**src/rtl/multiplicador_sequencial_pkg.sv**
```systemverilog
// Shared types and width helpers for the sequential shift-and-add multiplier.
// Product width is twice the operand width; the step counter indexes operand bits.
package multiplicador_pkg;

  typedef enum logic [1:0] {
    IDLE = 2'd0,
    CALC = 2'd1,
    DONE = 2'd2
  } state_t;

  localparam int DEFAULT_WIDTH = 4;

  function automatic int prod_width(input int width);
    return 2 * width;
  endfunction

  function automatic int cnt_width(input int width);
    return $clog2(width);
  endfunction

endpackage

```
**src/rtl/multiplicador_sequencial_if.sv**
```systemverilog
// Operand/product handshake bundle of the sequential multiplier.
// Handshake: a transfer happens on the rising edge where valid and ready are both 1;
// the sender holds its data stable while valid is high and ready is low, and
// neither ready nor valid depends combinationally on the other side's signal.
interface multiplicador_sequencial_if #(
  parameter int WIDTH = 4
);
  logic               in_valid;
  logic               in_ready;
  logic [WIDTH-1:0]   a;
  logic [WIDTH-1:0]   b;
  logic               out_valid;
  logic               out_ready;
  logic [2*WIDTH-1:0] product;

  modport master (
    output in_valid, a, b, out_ready,
    input  in_ready, out_valid, product
  );

  modport slave (
    input  in_valid, a, b, out_ready,
    output in_ready, out_valid, product
  );
endinterface

```
**src/rtl/multiplicador_sequencial_produto_parcial.sv**
```systemverilog
// One partial-product row: the multiplicand gated by a single multiplier bit.
module produto_parcial_param #(
  parameter int WIDTH = 4
) (
  input  logic [WIDTH-1:0] a,
  input  logic             sel,
  output logic [WIDTH-1:0] pp
);

  assign pp = a & {WIDTH{sel}};

endmodule

```
**src/rtl/multiplicador_sequencial.sv**
```systemverilog
// Sequential unsigned multiplier: one partial product accumulated per clock,
// fixed WIDTH-cycle latency, result held in its own register until replaced.
module multiplicador_sequencial
  import multiplicador_pkg::*;
#(
  parameter int WIDTH = DEFAULT_WIDTH
) (
  input  logic                             clk,
  input  logic                             rst_n,
  multiplicador_sequencial_if.slave        bus,
  output state_t                           state_dbg
);

  localparam int PW = prod_width(WIDTH);
  localparam int CW = cnt_width(WIDTH);
  localparam logic [CW-1:0] CNT_LAST = CW'(WIDTH - 1);

  state_t          state_q;
  state_t          state_d;
  logic [WIDTH-1:0] a_reg;
  logic [WIDTH-1:0] b_reg;
  logic [WIDTH-1:0] pp;
  logic [PW-1:0]    acc;
  logic [PW-1:0]    acc_next;
  logic [PW-1:0]    product_reg;
  logic [CW-1:0]    cnt;
  logic             accept;
  logic             consume;
  logic             last_step;

  produto_parcial_param #(.WIDTH(WIDTH)) u_row (
    .a   (a_reg),
    .sel (b_reg[cnt]),
    .pp  (pp)
  );

  // Ready/valid come straight from the registered state, so there is no
  // combinational path from in_valid or out_ready back to them.
  assign bus.in_ready  = (state_q == IDLE);
  assign bus.out_valid = (state_q == DONE);
  assign bus.product   = product_reg;
  assign state_dbg     = state_q;

  assign accept    = bus.in_valid  && (state_q == IDLE);
  assign consume   = bus.out_ready && (state_q == DONE);
  assign last_step = (state_q == CALC) && (cnt == CNT_LAST);
  assign acc_next  = acc + ({{WIDTH{1'b0}}, pp} << cnt);

  always_ff @(posedge clk or negedge rst_n) begin
    if (!rst_n) begin
      state_q <= IDLE;
    end else begin
      state_q <= state_d;
    end
  end

  always_comb begin
    state_d = state_q;
    case (state_q)
      IDLE:    if (accept)    state_d = CALC;
      CALC:    if (last_step) state_d = DONE;
      DONE:    if (consume)   state_d = IDLE;
      default: state_d = IDLE;
    endcase
  end

  always_ff @(posedge clk or negedge rst_n) begin
    if (!rst_n) begin
      a_reg       <= '0;
      b_reg       <= '0;
      acc         <= '0;
      cnt         <= '0;
      product_reg <= '0;
    end else begin
      if (accept) begin
        a_reg <= bus.a;
        b_reg <= bus.b;
        acc   <= '0;
        cnt   <= '0;
      end else if (state_q == CALC) begin
        acc <= acc_next;
        cnt <= cnt + 1'b1;
        // The published product only changes when a full result is ready.
        if (last_step) begin
          product_reg <= acc_next;
        end
      end
    end
  end

endmodule

```
**src/flat_wrapper.sv**
```systemverilog
// flat-port wrapper written by rule: the top's interface ports become plain ports
module multiplicador_sequencial_flat import multiplicador_pkg::*;
#(
  parameter int WIDTH = DEFAULT_WIDTH
)
  (clk, rst_n, state_dbg, bus_in_valid, bus_a, bus_b, bus_out_ready, bus_in_ready, bus_out_valid, bus_product);
  multiplicador_sequencial_if #(.WIDTH(WIDTH)) bus_i ();
  input  logic clk;
  input  logic rst_n;
  output state_t state_dbg;
  input wire logic [$bits(bus_i.in_valid)-1:0] bus_in_valid;
  input wire logic [$bits(bus_i.a)-1:0] bus_a;
  input wire logic [$bits(bus_i.b)-1:0] bus_b;
  input wire logic [$bits(bus_i.out_ready)-1:0] bus_out_ready;
  output wire logic [$bits(bus_i.in_ready)-1:0] bus_in_ready;
  output wire logic [$bits(bus_i.out_valid)-1:0] bus_out_valid;
  output wire logic [$bits(bus_i.product)-1:0] bus_product;
  assign bus_i.in_valid = bus_in_valid;
  assign bus_i.a = bus_a;
  assign bus_i.b = bus_b;
  assign bus_i.out_ready = bus_out_ready;
  assign bus_in_ready = bus_i.in_ready;
  assign bus_out_valid = bus_i.out_valid;
  assign bus_product = bus_i.product;
  multiplicador_sequencial #(.WIDTH(WIDTH)) u_core (.clk(clk), .rst_n(rst_n), .bus(bus_i), .state_dbg(state_dbg));
endmodule
```
**config.mk**
```make
export PLATFORM = sky130hd
export DESIGN_NAME = multiplicador_sequencial_flat
export DESIGN_NICKNAME = d
export VERILOG_FILES = /design/src/rtl/multiplicador_sequencial_pkg.sv /design/src/rtl/multiplicador_sequencial_if.sv /design/src/rtl/multiplicador_sequencial_produto_parcial.sv /design/src/rtl/multiplicador_sequencial.sv /design/src/flat_wrapper.sv
export SDC_FILE = /design/constraint.sdc
export NUM_CORES = 1
export LEC_CHECK = 0
export ABC_CLOCK_PERIOD_IN_PS = 3100
export CAP_MARGIN = 20
export CORE_MARGIN = 2
export CORE_UTILIZATION = 55
export CTS_BUF_LIST = sky130_fd_sc_hd__clkbuf_4
export DETAILED_ROUTE_END_ITERATION = 6
export PLACE_DENSITY = 0.81
export SLEW_MARGIN = 20
export SYNTH_ARGS = -nofsm -noshare
export SYNTH_HDL_FRONTEND = slang
export SYNTH_SLANG_ARGS = --single-unit
```
**constraint.sdc**
```tcl
create_clock -name clk -period 3.1 [get_ports clk]
set_input_delay 0.465 -clock clk [delete_from_list [all_inputs] [get_ports clk]]
set_output_delay 0.465 -clock clk [all_outputs]
set_load 0.005 [all_outputs]
```
run_1/pdn.png
Scale bar: 20 um. Pins as bars on the die edge. Tap cells in gray.
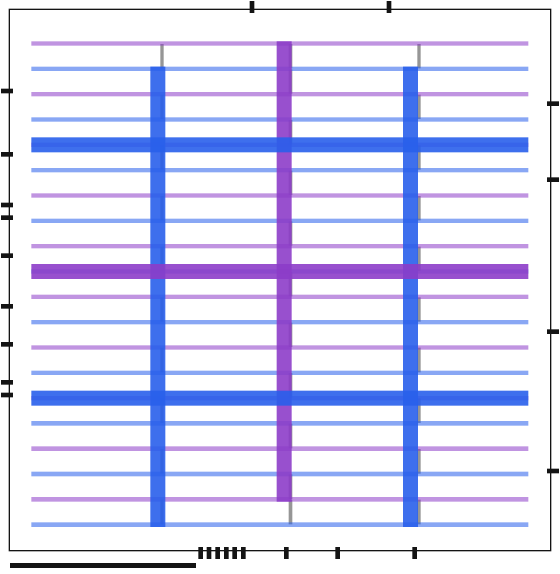
Blue stands for VSS. Purple stands for VDD.
31 tap cells. 24 signal pins sit on the boundary. The core has 19 rows. 20 met1 rails follow the rows.

run_1/cell_classes.png
Scale bar: 20 um.
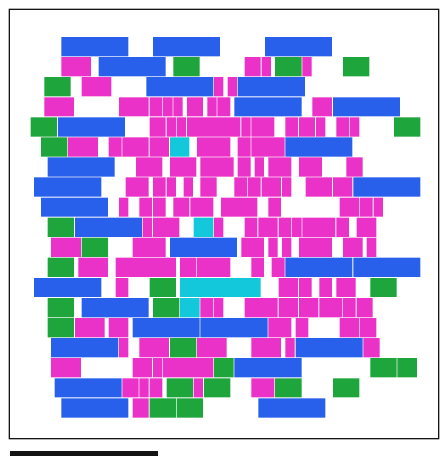
Magenta stands for all other logic, cells 122, share of their area 47%. Blue stands for flip-flops, cells 28, share of their area 37%. Green stands for other buffers and delay cells, cells 25, share of their area 13%. Cyan stands for clock drivers and dummy loads, cells 4, share of their area 2.8%.

run_1/clock_map.png
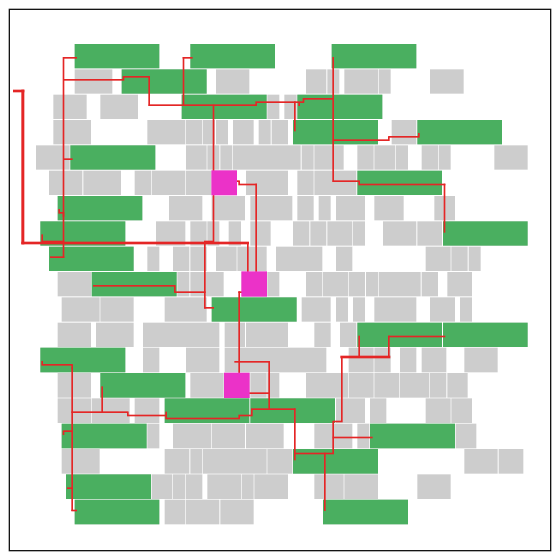
Green stands for flip-flops, count 28. Red stands for clock wires, length 331 um. Magenta stands for cells driving clock nets, count 3.
Position of the flops: all over the die.

==> results.toml, run 1 <==
# generated from flow reports
[yosys]
yosys_most_used_dff = "dfrtp_1"
synth.yosys.warnings = 0
ys_types = 44
top_cell = "dfrtp_1"
ys_sh_xor_pct = 1.64
area_leaders = "dfrtp_1 44%, mux2_2 7.7%, ha_1 6.2%"
simple_gate_share_pct = 19.0
adder_share_pct = 7.49
yosysTopAreaCell = "dfrtp_1"
synth-edff-count = 0
ys_area_um2 = 1600
synthTopLogicFamily = "simple AND/OR/NAND/NOR gates"

[cts]
cts_tree = "built"
clk_path_buf_depth = 2
root_buffer = "clkbuf_4"
clk_pin_slew_worst_paths_ps = 160

[die]
fp_util_pct = 58.2
std_cell_rows = 19
dieHeight_um = 58.0

[global_routing]
top_usage_layer = "met2"
globalRouteMet1Util_pct = 25.1
grt_max_degree = 29
antenna_found_initial = 0

[detailed_routing]
wl_per_cell_um = 15.8
drtAntennaViolNets = 0
drt_iter0_drc = 34
via_count = 1273

[finish]
inverters = 6
design.seq.count = 28
logic_area_um2 = 853
n_antenna_cell = 0
fill_cells = 218

[worst_hold_path]
hp-class = "in2async"

[critical_path]
path_class = "reg2reg"
crit_buf_inv = 0
reg2regPathDepth = 7
required_ps = 3370

[job]
maxCapViolations = 0

[final_timing]
setup_ws_ps = 317
finalClockSkew_ps = 11.9

[run_status]
status = "complete, no violations"

[power_and_ir_drop]
net-switching-power_mw = 0.887
run_1/metal_stack.png
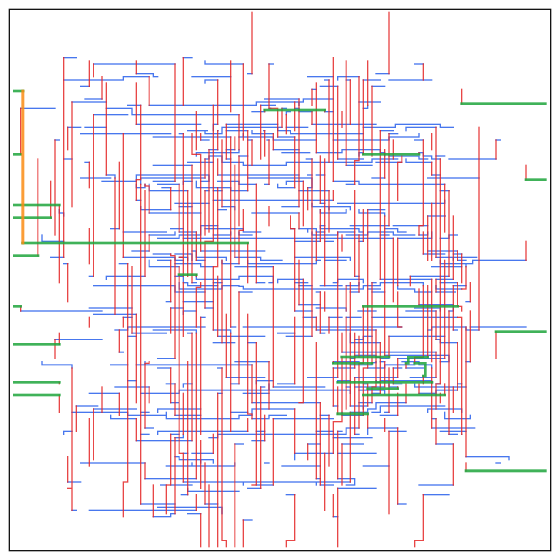

==> run 1 -> run 2 <==
- ABC_CLOCK_PERIOD_IN_PS: 3100 -> 2960
- TNS_END_PERCENT: not set -> 20
- clock period: 3.1 -> 2.96 ns (I/O delays scaled with it)
run_2/metal_stack.png
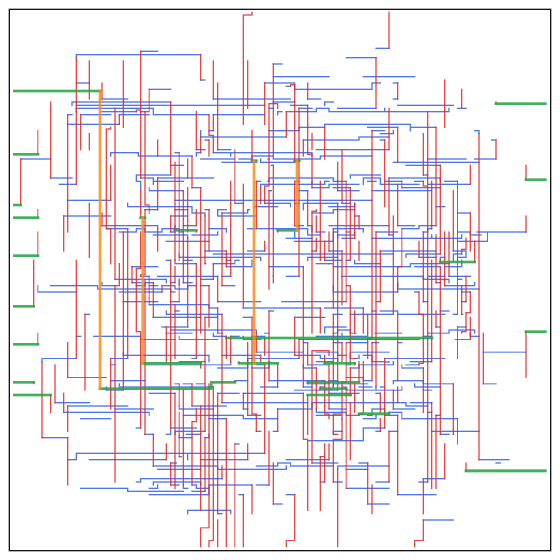
Green stands for met3, wire length 122 um. Blue stands for met1, wire length 1400 um. Orange stands for met4, wire length 76.8 um. Red stands for met2, wire length 1610 um.

==> results.toml, run 2 <==
# generated from flow reports
[cts]
clk_pin_slew_worst_paths_ps = 140
root_buffer = "clkbuf_4"
cts_tree = "built"
clk_path_buf_depth = 2

[global_routing]
globalRouteMet1Util_pct = 27.8
grt_max_degree = 29

[die]
std_cell_rows = 19
fp_util_pct = 58.2
dieHeight_um = 58.0

[critical_path]
required_ps = 3230
crit_buf_inv = 0
path_class = "reg2reg"

[yosys]
yosysTopAreaCell = "dfrtp_1"
ys_area_um2 = 1600
ys_sh_xor_pct = 1.64
simple_gate_share_pct = 19.0
synth-edff-count = 0

[job]
maxCapViolations = 0

[finish]
design.seq.count = 28
inverters = 6

[detailed_routing]
via_count = 1272
drt_iter0_drc = 61
wl_per_cell_um = 15.3
drtAntennaViolNets = 0

[power_and_ir_drop]
net-switching-power_mw = 0.905

[run_status]
status = "complete, no violations"
run_2/pdn.png
Scale bar: 20 um. Pins as bars on the die edge. Tap cells in gray.
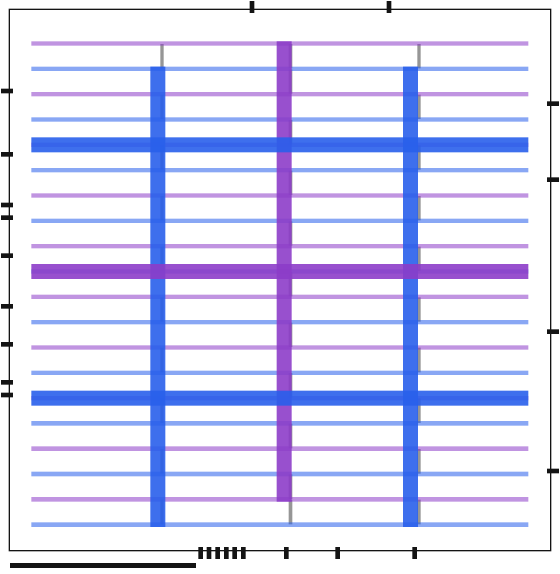

==> run 2 -> run 3 <==
--- a/config.mk
+++ b/config.mk
@@ -11,6 +11,8 @@
 export CORE_UTILIZATION = 55
 export CTS_BUF_LIST = sky130_fd_sc_hd__clkbuf_4
+export CTS_CLUSTER_SIZE = 20
 export DETAILED_ROUTE_END_ITERATION = 6
-export PLACE_DENSITY = 0.81
+export DONT_BUFFER_PORTS = 1
+export PLACE_DENSITY = 0.7
 export SLEW_MARGIN = 20
 export SYNTH_ARGS = -nofsm -noshare
==> constraint.sdc (replaced) <==
create_clock -name clk -period 2.96 [get_ports clk]
set_input_delay 0.74 -clock clk [delete_from_list [all_inputs] [get_ports clk]]
set_output_delay 0.74 -clock clk [all_outputs]
set_load 0.005 [all_outputs]
run_3/pdn.png
Scale bar: 20 um. Pins as bars on the die edge. Tap cells in gray.
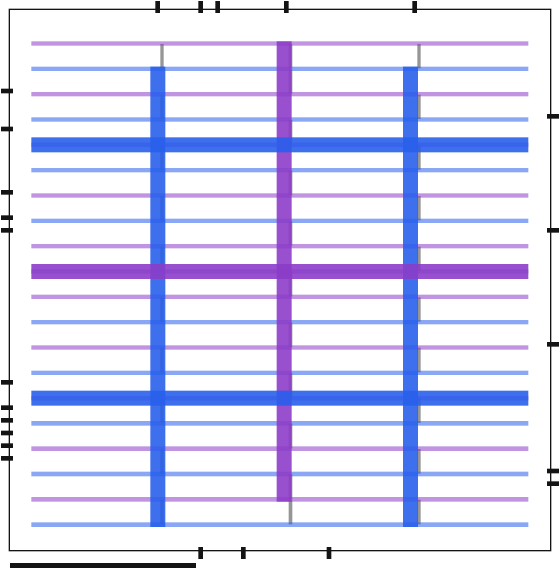
Purple stands for VDD. Blue stands for VSS.
31 tap cells. 3 straps on met4. 3 straps on met5. The core has 19 rows.

==> results.toml, run 3 <==
# generated from flow reports
[run_status]
status = "complete, no violations"

[placement]
dpl_cell_area_um2 = 1630

[finish]
logic_area_um2 = 853
inverters = 6
design.seq.count = 28
n_antenna_cell = 0
fill_cells = 236

[die]
die_w_um = 58.0
dieHeight_um = 58.0
std_cell_rows = 19
fp_util_pct = 58.2

[yosys]
area_leaders = "dfrtp_1 44%, mux2_2 7.7%, ha_1 6.2%"
simple_gate_share_pct = 19.0
yosysTopAreaCell = "dfrtp_1"
ys_types = 44
ys_sh_xor_pct = 1.64
synth-edff-count = 0
top_cell = "dfrtp_1"
postSynthSeqShare_pct = 43.7
yosys_most_used_dff = "dfrtp_1"
adder_share_pct = 7.49
syn-cell-area_um2 = 1600
synth.yosys.warnings = 0
synthTopLogicFamily = "simple AND/OR/NAND/NOR gates"
ys_area_um2 = 1600

[critical_path]
startpoint = "u_core.cnt[1]$_DFFE_PN0P_"
path_class = "reg2reg"
reg2regPathDepth = 7
crit_buf_inv = 0

[global_routing]
grt_max_degree = 29
top_usage_layer = "met2"
globalRouteMet1Util_pct = 25.1
antenna_found_initial = 0
overflow = 0

[job]
maxCapViolations = 0

[detailed_routing]
drtAntennaViolNets = 0
wl_per_cell_um = 16.2
via_count = 1179

[power_and_ir_drop]
net-switching-power_mw = 0.879

[cts]
cts_tree = "built"
clk_pin_slew_worst_paths_ps = 150
cts_setup_buffers = 0
root_buffer = "clkbuf_4"

[worst_hold_path]
hp-class = "in2async"

[final_timing]
setup_ws_ps = 354
finalClockSkew_ps = 6.38
